<file path="src/rtl/btb_update_queue.sv">
// Mispredict resolution queue feeding the BTB write port: coalesces repeated
// PCs in place, drains one entry per cycle, and counts pushes dropped when full.
package mmm_pkg;
    parameter int unsigned XLEN = 32;
endpackage

module btb_update_queue
    import mmm_pkg::*;
#(
    parameter int unsigned DEPTH = 4
) (
    input  logic                      clk_i,
    input  logic                      rst_i,
    input  logic                      flush_i,
    input  logic                      res_valid_i,
    input  logic                      res_mispredict_i,
    input  logic                      res_taken_i,
    input  logic [XLEN-1:0]           res_pc_i,
    input  logic [XLEN-1:0]           res_target_i,
    input  logic                      upd_ready_i,
    output logic                      update_valid_o,
    output logic                      del_entry_o,
    output logic [XLEN-1:0]           res_pc_o,
    output logic [XLEN-1:0]           res_target_o,
    output logic [$clog2(DEPTH):0]    count_o,
    output logic                      overflow_o,
    output logic [7:0]                drop_cnt_o
);

    localparam int unsigned PTRW = $clog2(DEPTH);
    localparam int unsigned CW   = PTRW + 1;

    logic            taken_q  [DEPTH];
    logic [XLEN-1:0] pc_q     [DEPTH];
    logic [XLEN-1:0] target_q [DEPTH];
    logic            taken_d  [DEPTH];
    logic [XLEN-1:0] pc_d     [DEPTH];
    logic [XLEN-1:0] target_d [DEPTH];

    logic [PTRW-1:0] head_q, head_d;
    logic [PTRW-1:0] tail_q, tail_d;
    logic [CW-1:0]   count_q, count_d;
    logic            overflow_q, overflow_d;
    logic [7:0]      drop_cnt_q, drop_cnt_d;

    logic            pop;
    logic            cand;
    logic            alloc;
    logic            drop;
    logic            any_match;
    logic [PTRW-1:0] match_idx;
    logic [PTRW-1:0] offset;

    always_comb begin
        pop       = (count_q != '0) && upd_ready_i;
        cand      = res_valid_i && res_mispredict_i;
        any_match = 1'b0;
        match_idx = '0;
        offset    = '0;

        // An entry is live when its distance from head is below count; a popping
        // head is excluded so a repeat of its PC allocates a fresh entry.
        for (int unsigned i = 0; i < DEPTH; i++) begin
            offset = PTRW'(i) - head_q;
            if ((CW'(offset) < count_q) && (pc_q[i] == res_pc_i) &&
                !(pop && (PTRW'(i) == head_q))) begin
                any_match = 1'b1;
                match_idx = PTRW'(i);
            end
        end

        alloc = cand && !any_match && ((count_q != CW'(DEPTH)) || pop) && !flush_i;
        drop  = cand && !any_match && (count_q == CW'(DEPTH)) && !pop && !flush_i;

        for (int unsigned i = 0; i < DEPTH; i++) begin
            taken_d[i]  = taken_q[i];
            pc_d[i]     = pc_q[i];
            target_d[i] = target_q[i];
        end
        head_d  = head_q;
        tail_d  = tail_q;
        count_d = count_q;

        if (flush_i) begin
            head_d  = '0;
            tail_d  = '0;
            count_d = '0;
        end else begin
            if (pop) begin
                head_d = head_q + 1'b1;
            end
            if (cand && any_match) begin
                taken_d[match_idx]  = res_taken_i;
                target_d[match_idx] = res_target_i;
            end else if (alloc) begin
                taken_d[tail_q]  = res_taken_i;
                pc_d[tail_q]     = res_pc_i;
                target_d[tail_q] = res_target_i;
                tail_d           = tail_q + 1'b1;
            end
            if (alloc && !pop) begin
                count_d = count_q + 1'b1;
            end else if (pop && !alloc) begin
                count_d = count_q - 1'b1;
            end
        end

        overflow_d = drop;
        drop_cnt_d = drop_cnt_q;
        if (drop && (drop_cnt_q != 8'hFF)) begin
            drop_cnt_d = drop_cnt_q + 8'd1;
        end
    end

    always_ff @(posedge clk_i or posedge rst_i) begin
        if (rst_i) begin
            for (int unsigned i = 0; i < DEPTH; i++) begin
                taken_q[i]  <= 1'b0;
                pc_q[i]     <= '0;
                target_q[i] <= '0;
            end
            head_q     <= '0;
            tail_q     <= '0;
            count_q    <= '0;
            overflow_q <= 1'b0;
            drop_cnt_q <= '0;
        end else begin
            for (int unsigned i = 0; i < DEPTH; i++) begin
                taken_q[i]  <= taken_d[i];
                pc_q[i]     <= pc_d[i];
                target_q[i] <= target_d[i];
            end
            head_q     <= head_d;
            tail_q     <= tail_d;
            count_q    <= count_d;
            overflow_q <= overflow_d;
            drop_cnt_q <= drop_cnt_d;
        end
    end

    always_comb begin
        update_valid_o = (count_q != '0);
        del_entry_o    = 1'b0;
        res_pc_o       = '0;
        res_target_o   = '0;
        if (count_q != '0) begin
            del_entry_o  = !taken_q[head_q];
            res_pc_o     = pc_q[head_q];
            res_target_o = target_q[head_q];
        end
        count_o    = count_q;
        overflow_o = overflow_q;
        drop_cnt_o = drop_cnt_q;
    end

endmodule

</file>
<file path="config.mk">
export PLATFORM = sky130hd
export DESIGN_NAME = btb_update_queue
export DESIGN_NICKNAME = d
export VERILOG_FILES = /design/src/rtl/btb_update_queue.sv
export SDC_FILE = /design/constraint.sdc
export NUM_CORES = 1
export LEC_CHECK = 0
export CELL_PAD_IN_SITES_DETAIL_PLACEMENT = 0
export CELL_PAD_IN_SITES_GLOBAL_PLACEMENT = 1
export CORE_MARGIN = 4
export CORE_UTILIZATION = 30
export DETAILED_ROUTE_END_ITERATION = 10
export MAX_ROUTING_LAYER = met4
export PLACE_DENSITY = 0.67
export SYNTH_ARGS = -nofsm -noshare
export SYNTH_HDL_FRONTEND = slang
export SYNTH_SLANG_ARGS = --single-unit
</file>
<file path="constraint.sdc">
create_clock -name clk_i -period 7.65 [get_ports clk_i]
set_input_delay 0.765 -clock clk_i [delete_from_list [all_inputs] [get_ports clk_i]]
set_output_delay 0.765 -clock clk_i [all_outputs]
set_load 0.01 [all_outputs]
</file>
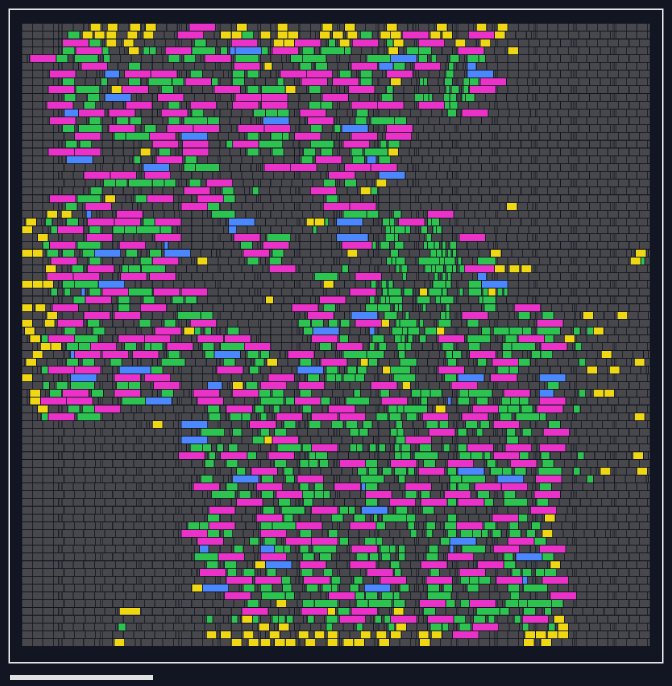
**Above:** cell classes on the final placement.
Scale bar: 50 µm. Fill, decap, tap and diode cells in gray.
- blue: clock drivers and dummy loads (cells 58)
- yellow: other buffers and delay cells (cells 161)
- magenta: flops (cells 276)
- green: combinational and other logic (cells 697)
Seq/total area: 39.35%
FP Rows: 80

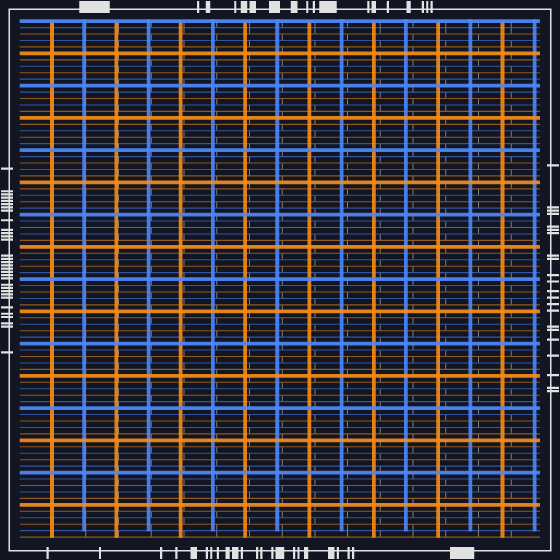
**Above:** PDN straps and rails.
Pins as bars on the die edge. Tap cells in gray.
- blue: VDD
- orange: VSS
- met5 straps: 16
- rows: 80
- signal pins: 149
- met4 straps: 16
Peak supply drop: 0.1644 mV
Floorplan Core Area: 47750 µm²
Chip Width: 227.7 µm
Die Y: 227.7 µm

==> results_dict.tcl <==
# collected from the flow reports
set metrics [dict create \
    run_status "finished, final reports clean" \
    ys_ff 276 \
    root_buffer "clkbuf_16" \
    edf_count 0 \
    cts_made_buffers 34 \
    ctsResizeCount 0 \
    cts_tree "done" \
    fin_area_um2 17570 \
    diodes 8 \
    comb_cells 687 \
    ys_area_um2 14480 \
    fin_cells 1815 \
    gp_congestion 0.7925 \
    cp_max_fo 38 \
    p_leak_nw 7.612 \
    power_density_nw_per_um2 330.3 \
    hpwl_um 25250 \
    nNonClkInverters 10 \
    power_w 0.005803 \
    synth_nets 1144 \
    end_kind "flop" \
    fp-utilization_pct 30.34 \
    setup_viol_count_final 0 \
    wl_met1_um 18030 \
    layout-drive-gt1-share_pct 33.64 \
    grt_pass1_vias 9495 \
]
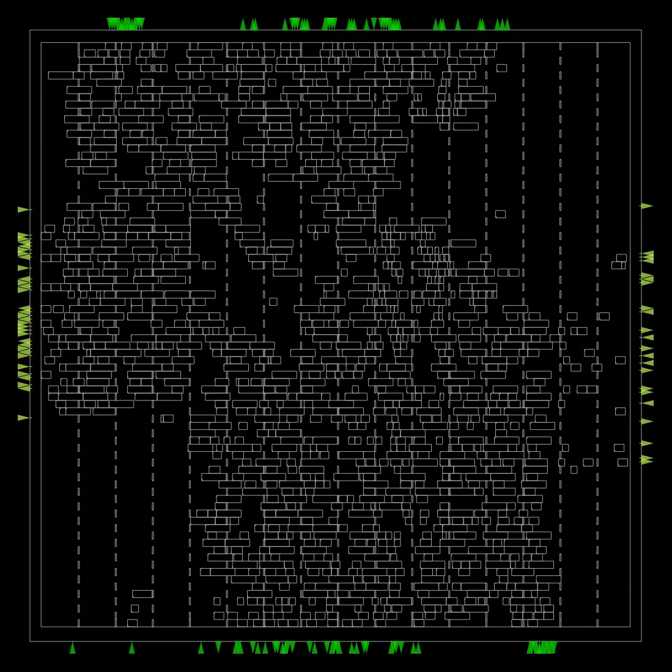
**Above:** placed standard cells.
Fillers: 4559
tap cells: 615
Flops: 276

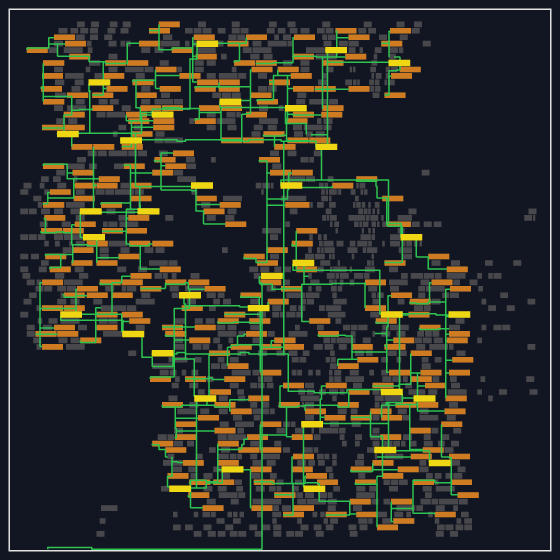
**Above:** clock distribution.
- orange: flip-flops (count 276)
- yellow: clock drivers (count 34)
- green: clock wires (length 4250 µm)
- routed clock nets: 35
- flops lie: widely spread
P_clk: 0.00161 W
final setup skew: 17.42 ps
Clk pwr share: 27.7%
clk_lat worst skew: 530 ps

[layer usage]
metal	vias to the layer above	GRT usage (%)
met5	-	-
met4	0	4.325
met3	55	3.231
met2	155	23.41
met1	4650	20.67
li1	4041	-
[worst paths after layout]
kind                                   start           end  slack, ps  cells after the start
worst max-delay path               head_q[0]      pc_q[16]       2810                     10
worst min-delay path            target_q[47]  target_q[47]        480                      1
worst max register to register     head_q[0]      pc_q[16]       2810                     10
worst min register to register  target_q[47]  target_q[47]        480                      1
max in group asynchronous              rst_i     head_q[1]       5090                      4
min in group asynchronous              rst_i     pc_q[118]        750                      3
[where the power goes]
part | leakage [nW] | switching, W | internal, W
sequential | 3.61 | 0.000300 | 0.00178
combinational | 3.46 | 0.000920 | 0.00120
clock | 0.543 | 0.000642 | 0.000966
total | 7.61 | 0.00186 | 0.00394
[kinds of logic (layout without fill, tap and decap cells)]
kind of cell / count (synthesis) / after routing / share of synthesized area [%]
other: 0 / 8 / 0
adder cells (fa/ha/maj): 14 / 14 / 1.261
AND/OR/NAND/NOR: 183 / 183 / 7.680
AND-OR/OR-AND: 28 / 28 / 1.330
flip-flops: 276 / 276 / 47.68
XOR/XNOR: 135 / 135 / 8.163
multiplexers: 327 / 327 / 30.48
buffers and inverters: 96 / 229 / 3.404
[registers in the layout, indices dropped and copies added (netlist names)]
name        count
count_o         3
drop_cnt_o      8
head_q          2
overflow_o      1
pc_q          128
tail_q          2
taken_q         4
target_q      128
[worst max-delay path, cell delays in order, from the launching register on]
cell and delay [ps]:
dfrtp_4 930, inv_1 160, ha_1 370, ha_1 290, a21oi_1 50, o21ai_0 360, nor3_1 230, or4_1 870
nor2_4 620, buf_4 440, mux2_2 380
No activity file was given, so power comes from the tool's default toggle rates.
